[src/rtl/alu_arbiter.sv]
// Purpose : shares one combinational ALU between two requesters, one operation at a time.
// Latency : req seen at edge N -> y/zero/err valid and done pulsed after edge N+1; one op per 3 cycles.
// Backpr. : no queueing; a requester holds req until it sees its done, losers simply wait in IDLE.
//
// Macro ALU_ARB_RR_EN: defined -> round-robin on contention; undefined -> requester 0 has fixed priority.
//
// Ports:
//   clk, rst_n             clock, asynchronous active-low reset
//   req0/1, a0/1, b0/1,    per-requester request level, operands and opcode (sampled only at grant)
//   op0/1
//   done0/1, y0/1,         per-requester completion pulse, held result, zero flag, illegal-op flag
//   zero0/1, err0/1
//   busy                   high while an operation is in EXEC or DONE
//   alu_a, alu_b, alu_ctrl drive the shared combinational ALU
//   alu_y, alu_zero        ALU result and zero flag
module alu_arbiter #(
    parameter int WIDTH = 32
) (
    input  logic             clk,
    input  logic             rst_n,
    input  logic             req0,
    input  logic             req1,
    input  logic [WIDTH-1:0] a0,
    input  logic [WIDTH-1:0] b0,
    input  logic [WIDTH-1:0] a1,
    input  logic [WIDTH-1:0] b1,
    input  logic [2:0]       op0,
    input  logic [2:0]       op1,
    output logic             done0,
    output logic             done1,
    output logic [WIDTH-1:0] y0,
    output logic [WIDTH-1:0] y1,
    output logic             zero0,
    output logic             zero1,
    output logic             err0,
    output logic             err1,
    output logic             busy,
    output logic [WIDTH-1:0] alu_a,
    output logic [WIDTH-1:0] alu_b,
    output logic [2:0]       alu_ctrl,
    input  logic [WIDTH-1:0] alu_y,
    input  logic             alu_zero
);

    // ALU control encodings shared with the alu block
    localparam logic [2:0] ALU_AND = 3'b000;
    localparam logic [2:0] ALU_OR  = 3'b001;
    localparam logic [2:0] ALU_ADD = 3'b010;
    localparam logic [2:0] ALU_OFF = 3'b011;
    localparam logic [2:0] ALU_SUB = 3'b110;
    localparam logic [2:0] ALU_SLT = 3'b111;

    typedef enum logic [1:0] {
        IDLE = 2'd0,
        EXEC = 2'd1,
        DONE = 2'd2
    } state_t;

    // Operation latched at grant; later input changes cannot disturb it
    typedef struct packed {
        logic             idx;
        logic [2:0]       op;
        logic [WIDTH-1:0] a;
        logic [WIDTH-1:0] b;
    } job_t;

    state_t           state_q, state_d;
    job_t             job_q, job_d;
    logic [WIDTH-1:0] y0_q, y0_d, y1_q, y1_d;
    logic             zero0_q, zero0_d, zero1_q, zero1_d;
    logic             err0_q, err0_d, err1_q, err1_d;
    logic             done0_q, done0_d, done1_q, done1_d;
    logic             grant_idx;
    logic             op_legal;
    logic [WIDTH-1:0] res_y;
    logic             res_zero;

`ifdef ALU_ARB_RR_EN
    logic last_q, last_d;   // index of the requester granted most recently

    always_comb begin
        grant_idx = ~req0;
        if (req0 && req1) begin
            grant_idx = ~last_q;
        end
    end
`else
    always_comb begin
        grant_idx = ~req0;
    end
`endif

    always_comb begin
        case (job_q.op)
            ALU_AND, ALU_OR, ALU_ADD, ALU_SUB, ALU_SLT: op_legal = 1'b1;
            default:                                    op_legal = 1'b0;
        endcase
    end

    // Illegal ops record zeros so a floating ALU output is never captured
    always_comb begin
        res_y    = op_legal ? alu_y : '0;
        res_zero = op_legal & alu_zero;
    end

    always_comb begin
        state_d  = state_q;
        job_d    = job_q;
        y0_d     = y0_q;
        y1_d     = y1_q;
        zero0_d  = zero0_q;
        zero1_d  = zero1_q;
        err0_d   = err0_q;
        err1_d   = err1_q;
        done0_d  = 1'b0;
        done1_d  = 1'b0;
        alu_a    = '0;
        alu_b    = '0;
        alu_ctrl = ALU_OFF;
`ifdef ALU_ARB_RR_EN
        last_d   = last_q;
`endif
        case (state_q)
            IDLE: begin
                if (req0 || req1) begin
                    job_d.idx = grant_idx;
                    job_d.op  = grant_idx ? op1 : op0;
                    job_d.a   = grant_idx ? a1  : a0;
                    job_d.b   = grant_idx ? b1  : b0;
`ifdef ALU_ARB_RR_EN
                    last_d    = grant_idx;
`endif
                    state_d   = EXEC;
                end
            end
            EXEC: begin
                alu_a    = job_q.a;
                alu_b    = job_q.b;
                alu_ctrl = op_legal ? job_q.op : ALU_OFF;
                if (job_q.idx) begin
                    y1_d    = res_y;
                    zero1_d = res_zero;
                    err1_d  = ~op_legal;
                    done1_d = 1'b1;
                end else begin
                    y0_d    = res_y;
                    zero0_d = res_zero;
                    err0_d  = ~op_legal;
                    done0_d = 1'b1;
                end
                state_d = DONE;
            end
            DONE:    state_d = IDLE;
            default: state_d = IDLE;
        endcase
    end

    always_ff @(posedge clk or negedge rst_n) begin
        if (!rst_n) begin
            state_q <= IDLE;
            job_q   <= '0;
            y0_q    <= '0;
            y1_q    <= '0;
            zero0_q <= 1'b0;
            zero1_q <= 1'b0;
            err0_q  <= 1'b0;
            err1_q  <= 1'b0;
            done0_q <= 1'b0;
            done1_q <= 1'b0;
`ifdef ALU_ARB_RR_EN
            last_q  <= 1'b1;  // so the first contention goes to requester 0
`endif
        end else begin
            state_q <= state_d;
            job_q   <= job_d;
            y0_q    <= y0_d;
            y1_q    <= y1_d;
            zero0_q <= zero0_d;
            zero1_q <= zero1_d;
            err0_q  <= err0_d;
            err1_q  <= err1_d;
            done0_q <= done0_d;
            done1_q <= done1_d;
`ifdef ALU_ARB_RR_EN
            last_q  <= last_d;
`endif
        end
    end

    assign done0 = done0_q;
    assign done1 = done1_q;
    assign y0    = y0_q;
    assign y1    = y1_q;
    assign zero0 = zero0_q;
    assign zero1 = zero1_q;
    assign err0  = err0_q;
    assign err1  = err1_q;
    assign busy  = (state_q != IDLE);

endmodule

[config.mk]
export PLATFORM = sky130hd
export DESIGN_NAME = alu_arbiter
export DESIGN_NICKNAME = d
export VERILOG_FILES = /design/src/rtl/alu_arbiter.sv
export SDC_FILE = /design/constraint.sdc
export NUM_CORES = 1
export LEC_CHECK = 0
export ABC_AREA = 1
export CORE_UTILIZATION = 30
export CTS_CLUSTER_SIZE = 25
export DETAILED_ROUTE_END_ITERATION = 8
export PLACE_DENSITY = 0.7
export SLEW_MARGIN = 20
export SYNTH_ARGS = -nofsm -noshare
export SYNTH_HDL_FRONTEND = slang
export SYNTH_SLANG_ARGS = --single-unit
[constraint.sdc]
create_clock -name clk -period 2.96 [get_ports clk]
set_clock_uncertainty 0.2 [all_clocks]
set_input_delay 0.444 -clock clk [delete_from_list [all_inputs] [get_ports clk]]
set_output_delay 0.444 -clock clk [all_outputs]
set_load 0.03 [all_outputs]
==> run_1/clock_map.png <==
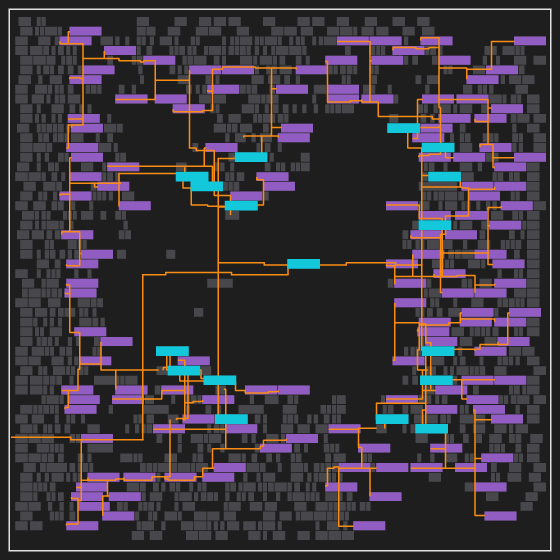
- flip-flops: purple (count 140)
- cells driving clock nets: cyan (count 17)
- clock wires: orange (length 1,970 microns)
- flops lie: spread over the die
total clock network power: 2.10 mW
clk latency late pin: 0.41 ns
clock power share: 19.2%

==> run_1/met1.png <==
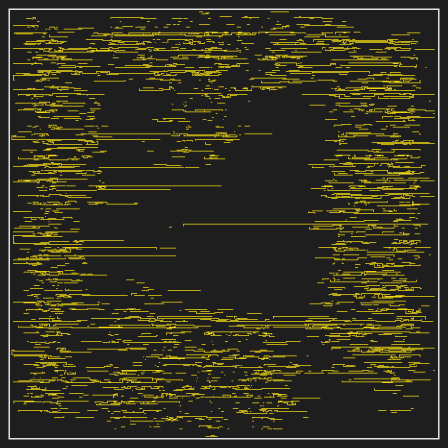
- main direction: horizontal
- nets with wire on the layer: 1,154
- wire length on this layer: 8,610 microns
via count: 6,530
GR Util met1: 22.71%
drt total wl: 20,370 microns

==> qor.csv, run 1 <==
metric,value,unit
Final period util,88.10,%
Max Freq,383.5,MHz
DR top layer,met4,
Synth top cell by count,nand2_1,
Syn Std Cell Area,6700,sq um
Slowest cell on crit path,clkdlybuf4s50_1,
dpl cells,1430,
RD Place Congestion,0.7731,
DRT Pass-1 Iters,4,
"slowest stage delay, CP",0.68,ns
M3 GR Usage,4.729,%
H-tree Lvls,4,
CTS max path bufs,2,
HP Class,register to register,
xor/xnor share,0,%
net switching power figure,4.864,mW
WS Path Type,register to output pin,
Hold Path Sink,y0[7],
Synth Warn #,0,
worst vdd ir,0.4802,mV
Main area contributors,"dfrtp_1 (52%), nand2_1 (15%), inv_1 (7.7%)",
CTS Buf Count,17,
Yosys chip area,6700,sq um
cells after synthesis,886,
Post-synth EDFFs,0,
Pins Over Slew Limit,0,
number of library cell types mapped by synthesis,18,
postcts setup bufs,0,
Sequential Power Share,29.7,%
RSZ-0062 raised after global routing,false,
Combinational Area,2355,sq um
status,"complete, no violations",
==> run_1/port_nets.png <==
Scale bar: 50 microns.
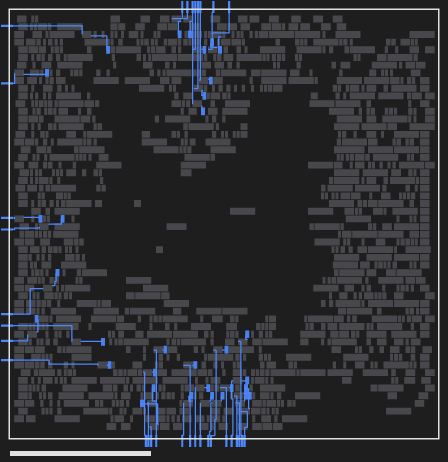
- b0: blue (bits 32; direction input; edge 16 south, 8 north, 8 west; end cells 32; buffers 32; wire 703 microns)
I/O pins: 309
PortBufs: 308

==> run_1/final_congestion.png <==
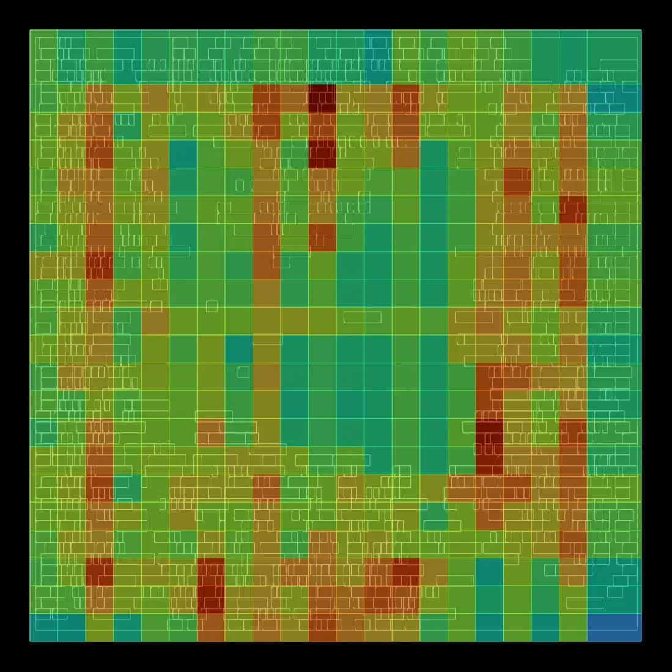

==> run 1 -> run 2 <==
--- a/config.mk
+++ b/config.mk
@@ -5,11 +5,12 @@
 export SDC_FILE = /design/constraint.sdc
 export NUM_CORES = 1
 export LEC_CHECK = 0
-export ABC_AREA = 1
+export ABC_CLOCK_PERIOD_IN_PS = 2960
+export CORE_MARGIN = 3
 export CORE_UTILIZATION = 30
 export CTS_CLUSTER_SIZE = 25
 export DETAILED_ROUTE_END_ITERATION = 8
-export PLACE_DENSITY = 0.7
+export PLACE_DENSITY = 0.71
 export SLEW_MARGIN = 20
 export SYNTH_ARGS = -nofsm -noshare
 export SYNTH_HDL_FRONTEND = slang
==> run_2/final_congestion.png <==
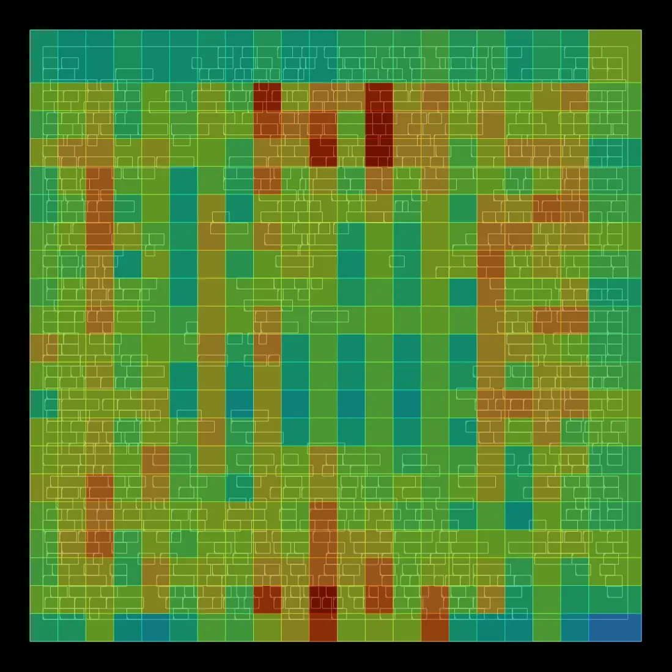
M3 GR Usage: 6.433%
Total GRT Usage: 16.07%
met2 Usage GRT: 26.68%
gr busiest metal: met2
drt wl/cell: 17.44 microns

==> run 2 against run 1 <==
  * Worst setup slack got worse by 0.19 ns
  * Area after synthesis decreased by 5.8%
  * Sequential power is essentially flat
  * Clock-buffer cell count unchanged
  * Sequential share of layout area grew 0.70 points
  * Total power rose by 1.2%
  * Cell count fell by 28%
  * Largest cell class unchanged
==> qor.csv, run 2 <==
metric,value,unit,change
status,"complete, no violations",,
RSZ-0062 raised after global routing,false,,
number of library cell types mapped by synthesis,21,,+3
Yosys chip area,6309,sq um,-5.8%
DR top layer,met5,,
xor/xnor share,0,%,unchanged
CTS max path bufs,2,,unchanged
Main area contributors,"dfrtp_1 (56%), mux2_2 (24%), a22o_1 (9.2%)",,
PortBufs,308,,unchanged
I/O pins,309,,unchanged
Synth top cell by count,dfrtp_1,,
Top Consumer,combinational cells,,
CTS Buf Count,17,,unchanged
Final period util,94.43,%,+6.3 points
Post-synth EDFFs,0,,unchanged
Max Freq,357.8,MHz,-6.7%
relative slew slack,60.42,%,
postcts setup bufs,0,,unchanged
DRT Pass-1 Iters,4,,unchanged
WS Path Type,register to output pin,,
GR Util met1,19.14,%,-3.6 points
cells after synthesis,463,,-48%
Commonest Layout Cell,clkdlybuf4s50_1,,
Pins Over Slew Limit,0,,unchanged
worst vdd ir,0.4504,mV,-6.2%
Synth Warn #,0,,unchanged
Syn Std Cell Area,6309,sq um,-5.8%
Top Layout Cells,"clkdlybuf4s50_1 (306), dfrtp_1 (140), mux2_2 (134)",,
logic share of the area,25.47,%,
Nets,939,,
drt total wl,18340,microns,-9.9%
crit-path cells,nor2b_4 > buf_4 > and2_1 > clkdlybuf4s50_1,,
"slowest stage delay, CP",0.67,ns,about the same
HP Class,input pin to asynchronous set/reset pin,,
Slowest cell on crit path,clkdlybuf4s50_1,,
initial antenna violation count,1,,
clock power share,19.5,%,+0.3 points
Combinational Area,2629,sq um,+12%
dpl cells,1018,,-29%
GRT overflow,0,,
DRC,0,,
==> run_2/registers.png <==
Other sequential cells in the stronger grey, the rest of the logic in the fainter grey.
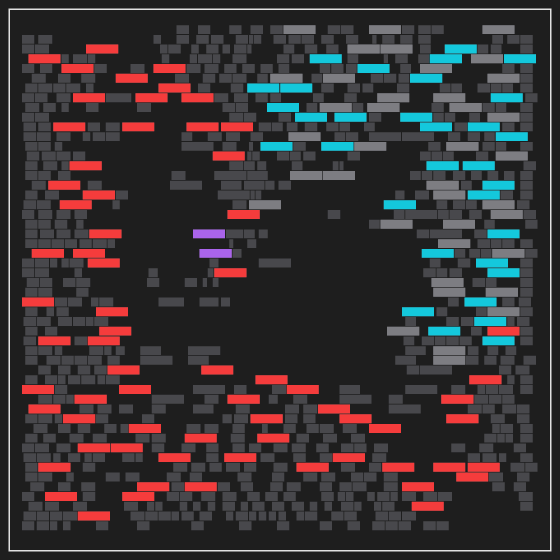
- y1: cyan (sequential cells 32)
- job_q: red (sequential cells 68; where spread over the die)
- state_q: purple (sequential cells 2)
- not coloured: 38
post-layout util: 50.52%
Seq. pwr: 3.27 mW
sequential cell area share: 33.94%
Reg area: 3503 sq um

==> run 2 -> run 3 <==
--- a/config.mk
+++ b/config.mk
@@ -10,6 +10,7 @@
 export CORE_UTILIZATION = 30
 export CTS_CLUSTER_SIZE = 25
 export DETAILED_ROUTE_END_ITERATION = 8
+export GPL_ROUTABILITY_DRIVEN = 0
 export PLACE_DENSITY = 0.71
 export SLEW_MARGIN = 20
 export SYNTH_ARGS = -nofsm -noshare
==> run_3/final_congestion.png <==
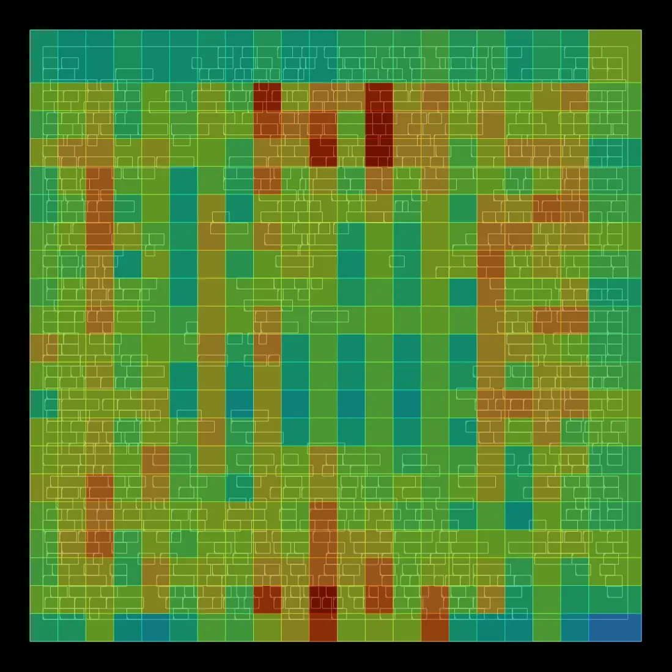
GR Util met1: 19.14%

==> run 3 against run 2 <==
  * Routed wire length unchanged
  * Flip-flop count is the same
  * Hold slack stayed put
  * Via count stayed put
  * Global-route usage stayed put
  * Total power did not move
  * Cell count is the same
  * Area after synthesis unchanged
  * Core utilization did not move
  * Critical endpoint unchanged
  * Maximum frequency is the same
==> qor.csv, run 3 <==
metric,value,unit,change
postcts setup bufs,0,,unchanged
met2 Usage GRT,26.68,%,unchanged
xor/xnor share,0,%,unchanged
Post-synth EDFFs,0,,unchanged
post-layout util,50.52,%,unchanged
gr busiest metal,met2,,
drt wl/cell,17.44,microns,unchanged
DRC,0,,unchanged
Max Freq,357.8,MHz,unchanged
Final period util,94.43,%,unchanged
M3 GR Usage,6.433,%,unchanged
CTS Buf Count,17,,unchanged
cells after synthesis,463,,unchanged
WS Path Type,register to output pin,,
Reg area,3503,sq um,unchanged
Slowest cell on crit path,clkdlybuf4s50_1,,
Main area contributors,"dfrtp_1 (56%), mux2_2 (24%), a22o_1 (9.2%)",,
DRT Pass-1 Iters,4,,unchanged
DR top layer,met5,,
HP Class,input pin to asynchronous set/reset pin,,
worst vdd ir,0.4504,mV,unchanged
initial antenna violation count,1,,unchanged
CTS max path bufs,2,,unchanged
dpl cells,1018,,unchanged
RSZ-0062 raised after global routing,false,,
net switching power figure,4.429,mW,
sequential cell area share,33.94,%,unchanged
relative slew slack,60.42,%,unchanged
status,"complete, no violations",,
Total GRT Usage,16.07,%,unchanged
I/O pins,309,,unchanged
Nets,939,,unchanged
Seq. pwr,3.27,mW,about the same
drt total wl,18340,microns,unchanged
PortBufs,308,,unchanged
crit-path cells,nor2b_4 > buf_4 > and2_1 > clkdlybuf4s50_1,,
Pins Over Slew Limit,0,,unchanged
Commonest Layout Cell,clkdlybuf4s50_1,,
Syn Std Cell Area,6309,sq um,unchanged
Top Layout Cells,"clkdlybuf4s50_1 (306), dfrtp_1 (140), mux2_2 (134)",,
number of library cell types mapped by synthesis,21,,unchanged
==> run_3/clock_map.png <==
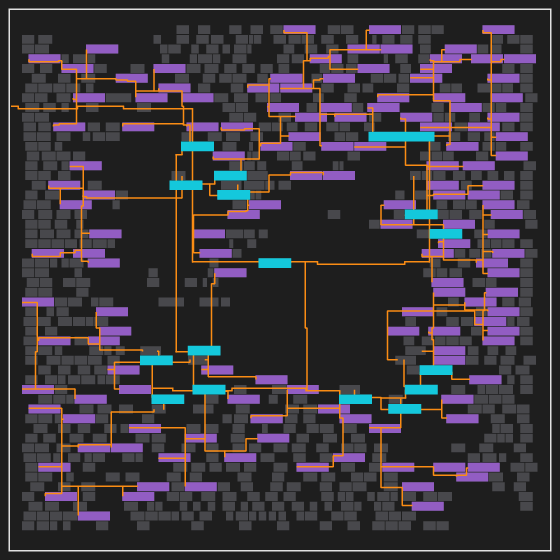
- cells driving clock nets: cyan (count 17)
- clock wires: orange (length 1,960 microns)
- flip-flops: purple (count 140)
- routed clock nets: 18

Power is estimated from default activity; no workload was simulated.
